File: src/rtl/ahbl_sram_bist_master.sv
// AHB-Lite BIST master: writes an address-derived pattern over a word
// region, reads it back, and reports mismatches and bus errors.
module ahbl_sram_bist_master #(
   parameter logic [31:0] BASE_ADDR = 32'h0000_0000,
   parameter int unsigned NUM_WORDS = 512,
   parameter logic [31:0] SEED      = 32'hA5A5_5A5A
) (
   input  logic        HCLK,
   input  logic        HRESET,
   input  logic        start,
   output logic        busy,
   output logic        done,
   output logic        pass,
   output logic [15:0] err_count,
   output logic [31:0] first_fail_addr,
   output logic        bus_err,
   output logic [31:0] HADDR,
   output logic [1:0]  HTRANS,
   output logic        HWRITE,
   output logic [2:0]  HSIZE,
   output logic [2:0]  HBURST,
   output logic [31:0] HWDATA,
   output logic        HSEL,
   input  logic        HREADY,
   input  logic [1:0]  HRESP,
   input  logic [31:0] HRDATA
);

   typedef enum logic [2:0] {
      IDLE, WR, WR_LAST, RD, RD_LAST, FIN
   } state_t;

   localparam logic [15:0] LAST = 16'(NUM_WORDS - 1);

   function automatic logic [31:0] pat(input logic [15:0] i);
      return {i, ~i} ^ SEED;
   endfunction

   function automatic logic [31:0] addr_of(input logic [15:0] i);
      return BASE_ADDR + {14'd0, i, 2'b00};
   endfunction

   state_t      state, state_nx;
   logic [15:0] cnt, cnt_nx;
   logic [15:0] dp_idx;
   logic        dp_vld;
   logic        abort_q;
   logic        pass_q;
   logic [31:0] hwdata_q;
   logic        issue, cmp, beat, err_hit, ok_now;
   logic        unused_hresp;

   assign unused_hresp = HRESP[1];

   assign busy    = state inside {WR, WR_LAST, RD, RD_LAST};
   assign done    = (state == FIN);
   assign ok_now  = (err_count == 16'd0) && !bus_err;
   assign pass    = done ? ok_now : pass_q;
   // First ERROR cycle: the slave holds HREADY low with HRESP[0] set.
   assign err_hit = busy && HRESP[0] && !HREADY;
   // Once aborted, nothing advances; only the closing HREADY matters.
   assign beat    = HREADY && !abort_q;

   assign HTRANS  = issue ? 2'b10 : 2'b00;
   assign HSEL    = HTRANS[1];
   assign HWRITE  = (state == WR);
   assign HADDR   = addr_of(cnt);
   assign HWDATA  = hwdata_q;
   assign HSIZE   = 3'b010;
   assign HBURST  = 3'b000;

   always_comb begin
      state_nx = state;
      cnt_nx   = cnt;
      issue    = 1'b0;
      cmp      = 1'b0;
      unique case (state)
         IDLE: begin
            if (start) state_nx = WR;
         end
         WR: begin
            issue = !abort_q;
            if (beat) begin
               if (cnt == LAST) state_nx = WR_LAST;
               else             cnt_nx   = cnt + 16'd1;
            end
         end
         WR_LAST: begin
            if (beat) begin
               state_nx = RD;
               cnt_nx   = 16'd0;
            end
         end
         RD: begin
            issue = !abort_q;
            cmp   = beat && dp_vld;
            if (beat) begin
               if (cnt == LAST) state_nx = RD_LAST;
               else             cnt_nx   = cnt + 16'd1;
            end
         end
         RD_LAST: begin
            cmp = beat && dp_vld;
            if (beat) state_nx = FIN;
         end
         FIN: begin
            state_nx = IDLE;
            cnt_nx   = 16'd0;
         end
         default: state_nx = IDLE;
      endcase
      if (abort_q && HREADY && busy) state_nx = FIN;
      if (err_hit) issue = 1'b0;
   end

   always_ff @(posedge HCLK or posedge HRESET) begin
      if (HRESET) begin
         state           <= IDLE;
         cnt             <= 16'd0;
         dp_idx          <= 16'd0;
         dp_vld          <= 1'b0;
         abort_q         <= 1'b0;
         pass_q          <= 1'b0;
         hwdata_q        <= 32'd0;
         err_count       <= 16'd0;
         first_fail_addr <= 32'd0;
         bus_err         <= 1'b0;
      end else begin
         state <= state_nx;
         cnt   <= cnt_nx;
         if (state == IDLE && start) begin
            err_count       <= 16'd0;
            first_fail_addr <= 32'd0;
            pass_q          <= 1'b0;
            bus_err         <= 1'b0;
            abort_q         <= 1'b0;
         end
         if (state == WR && beat) hwdata_q <= pat(cnt);
         if (HREADY) dp_vld <= (state == RD) && !abort_q;
         if (state == RD && beat) dp_idx <= cnt;
         if (cmp && HRDATA != pat(dp_idx)) begin
            if (err_count != 16'hFFFF) err_count <= err_count + 16'd1;
            if (err_count == 16'd0) first_fail_addr <= addr_of(dp_idx);
         end
         if (err_hit) begin
            bus_err <= 1'b1;
            abort_q <= 1'b1;
         end
         if (state == FIN) begin
            pass_q  <= ok_now;
            abort_q <= 1'b0;
         end
      end
   end

endmodule

File: config.mk
export PLATFORM = sky130hd
export DESIGN_NAME = ahbl_sram_bist_master
export DESIGN_NICKNAME = d
export VERILOG_FILES = /design/src/rtl/ahbl_sram_bist_master.sv
export SDC_FILE = /design/constraint.sdc
export NUM_CORES = 1
export LEC_CHECK = 0
export CAP_MARGIN = 10
export CORE_ASPECT_RATIO = 0.9
export CORE_MARGIN = 2
export CORE_UTILIZATION = 47
export CTS_CLUSTER_DIAMETER = 30
export DETAILED_ROUTE_END_ITERATION = 8
export PLACE_DENSITY = 0.79
export REMOVE_ABC_BUFFERS = 1
export SYNTH_ARGS = -nofsm -noshare
export SYNTH_HDL_FRONTEND = slang
export SYNTH_SLANG_ARGS = --single-unit
File: constraint.sdc
create_clock -name HCLK -period 3.31 [get_ports HCLK]
set_input_delay 0.331 -clock HCLK [delete_from_list [all_inputs] [get_ports HCLK]]
set_output_delay 0.331 -clock HCLK [all_outputs]
set_load 0.01 [all_outputs]
==> images/class_map.png <==
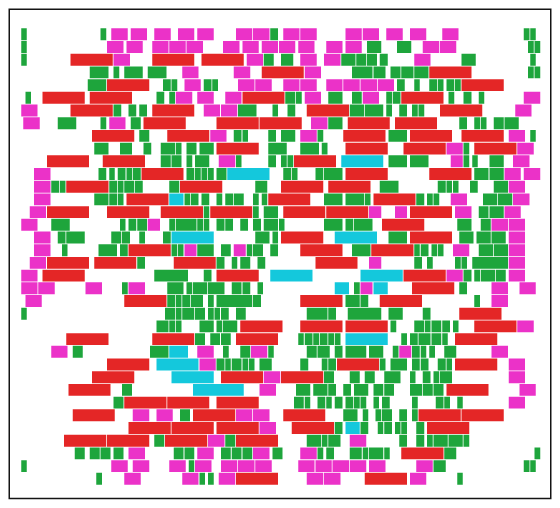
legend:
  remaining buffers and delay cells:
    colour: magenta
    cells: 148
    share_of_their_area: 22%
  registers:
    colour: red
    cells: 103
    share_of_their_area: 38%
  clock drivers and dummy loads:
    colour: cyan
    cells: 15
    share_of_their_area: 4.5%
  remaining logic cells:
    colour: green
    cells: 400
    share_of_their_area: 35%

==> images/congestion_map.png <==
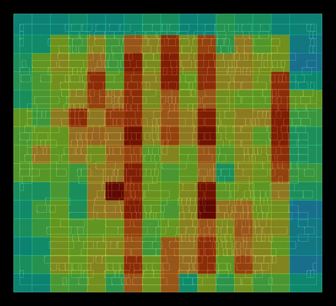
Tot GR Track Use: 22.4%
M2 GR Usage: 38.3%

==> images/ff_map.png <==
The bar under the picture is 20 um long. Other sequential cells in the stronger grey, the rest of the logic in the fainter grey.
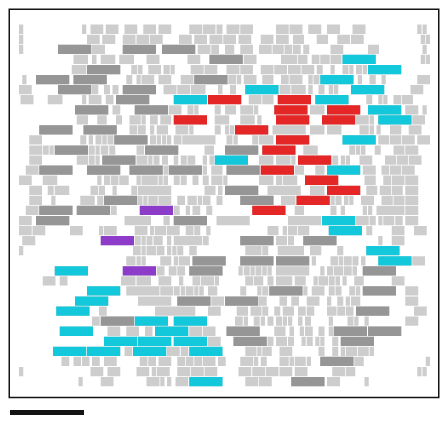
legend:
  dp_idx:
    colour: red
    flops: 16
  first_fail_addr:
    colour: cyan
    flops: 32
    where: all over the die
  state:
    colour: purple
    flops: 3

==> images/layers.png <==
The bar under the picture is 20 um long.
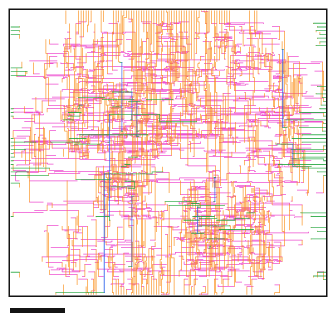
legend:
  M2:
    colour: orange
    wire_length: 6800 um
  M1:
    colour: magenta
    wire_length: 5710 um
  M3:
    colour: green
    wire_length: 651 um
  M4:
    colour: blue
    wire_length: 210 um
Routed WL: 13400 um
routed len/inst: 16.3 um
vias: 4413

## layout by cell type (no fill, tap or decap), types with 4 or more instances in the layout
master and n:
a21oi_1 4, and2_1 20, and3_1 7, buf_4 9
clkbuf_16 9, clkdlybuf4s50_1 139, conb_1 23, dfrtp_1 103
inv_1 21, mux2_2 24, nand2_1 75, nand3_1 20
nand4_1 13, nor2_1 27, nor3_1 10, nor4_1 5
o211ai_1 6, o21ai_0 52, o21ai_1 5, o221ai_1 5
or4_1 5, xnor2_1 12, xor2_1 17
## state kept, by name (all words and copies together) (netlist names)
register,count
first_fail_addr,32
HWDATA,16
cnt,16
dp_idx,16
err_count,16
state,3
abort_q,1
bus_err,1
dp_vld,1
pass_q,1
==> impl_metrics.ini <==
; implementation run metrics
[pwr]
ir_drop_mv = 0.354
maxPowerGroup = registers
p_int_mw = 2.59
p_comb_mw = 1.20
p_sw_mw = 1.29
power_mw = 3.88
p_clk_mw = 1.08
clock_power_share_pct = 27.8
power_per_cell_area_nw_per_um2 = 561
p_seq_mw = 1.59
power_frac_seq_pct = 41.1
leakagePower_nw = 3.00

[logic_synthesis]
area_leaders = dfrtp_1, buf_4, nand2_1
adder_share_pct = 0.712
yosys.area.top_type = dfrtp_1
yosysUniqueCellTypes = 54
yosysMostFrequentCell = dfrtp_1
yosys.area_share.aoi_pct = 11.6
async_reset_ff_share_pct = 100
yosysSeqAreaShare_pct = 48.9
ys.flop_type = dfrtp_1
mappedNetlistArea_um2 = 5270
synth_warnings = 0
ys_cells = 542
yosys-top-cells-count = dfrtp_1, nand2_1, o21ai_0
edf_count = 0
ys.flops = 103
synth_chip_area_um2 = 5270
synth_simple_gate_area_share_pct = 19.5

[floorplan]
rows = 36
core-area_um2 = 10900
fp_util_pct = 48.4
chipArea_um2 = 12100
die_h_um = 104
ios = 164
die_w_um = 116

[clocking]
clk_pin_slew_ps = 70
clk_path_buf_depth = 2
cts_tree = built
cts_hold_buf = 0
clk_latency_ps = 340
post_cts_resized = 0
cts_setup_buffers = 0

[layout]
seq_area_um2 = 2580
buf_share_pct = 21.1
seq_cells = 103
logic_area_um2 = 2300
comb_area_share_pct = 33.2
syn_to_final_growth_pct = 31.1
drive_gt1_share_pct = 8.86
fillers = 902
buffers = 148
instances_no_fill = 818
logic_gates = 378
layout.nets = 703

[placement]
dp_slack_ps = 700
place_area_um2 = 6610
place_inst = 803
gp_congestion = 0.880

[global_routing]
busiest_layer = met2
met3_usage_pct = 2.97
grt_remaining_overflow = 0
antenna_found_initial = 0
grt_max_degree = 53
grt_pass1_wl_um = 21700
grt_use_met1_pct = 29.3

[worst_setup_path]
crit_family = buffers and inverters
reg2reg_slack_ps = 750
reg2reg_depth = 8
r2r_end = cnt[3]
path_buffers = 2
max_stage_delay_ps = 600
worstPathRequired_ps = 2980
cp_slowest_cell = clkdlybuf4s50_1
crit_type = reg -> out
critPathLaunch = err_count[0]
crit_fanout = 5

[timing]
holdWs_ps = 445
fin_skew_ps = 13.8
setup_tns_ps = 0
period_minus_slack_ps = 2800
hold_viol_final = 0
fin_ws_ps = 513

[routing]
dr_wl_met3_um = 651
drc_errors = 0
ant_nets = 0
via_per_inst = 5.39
first_pass_iters = 4

[run_status]
status = completed

[run]
max_cap_violations = 0
openroad.warnings = 27
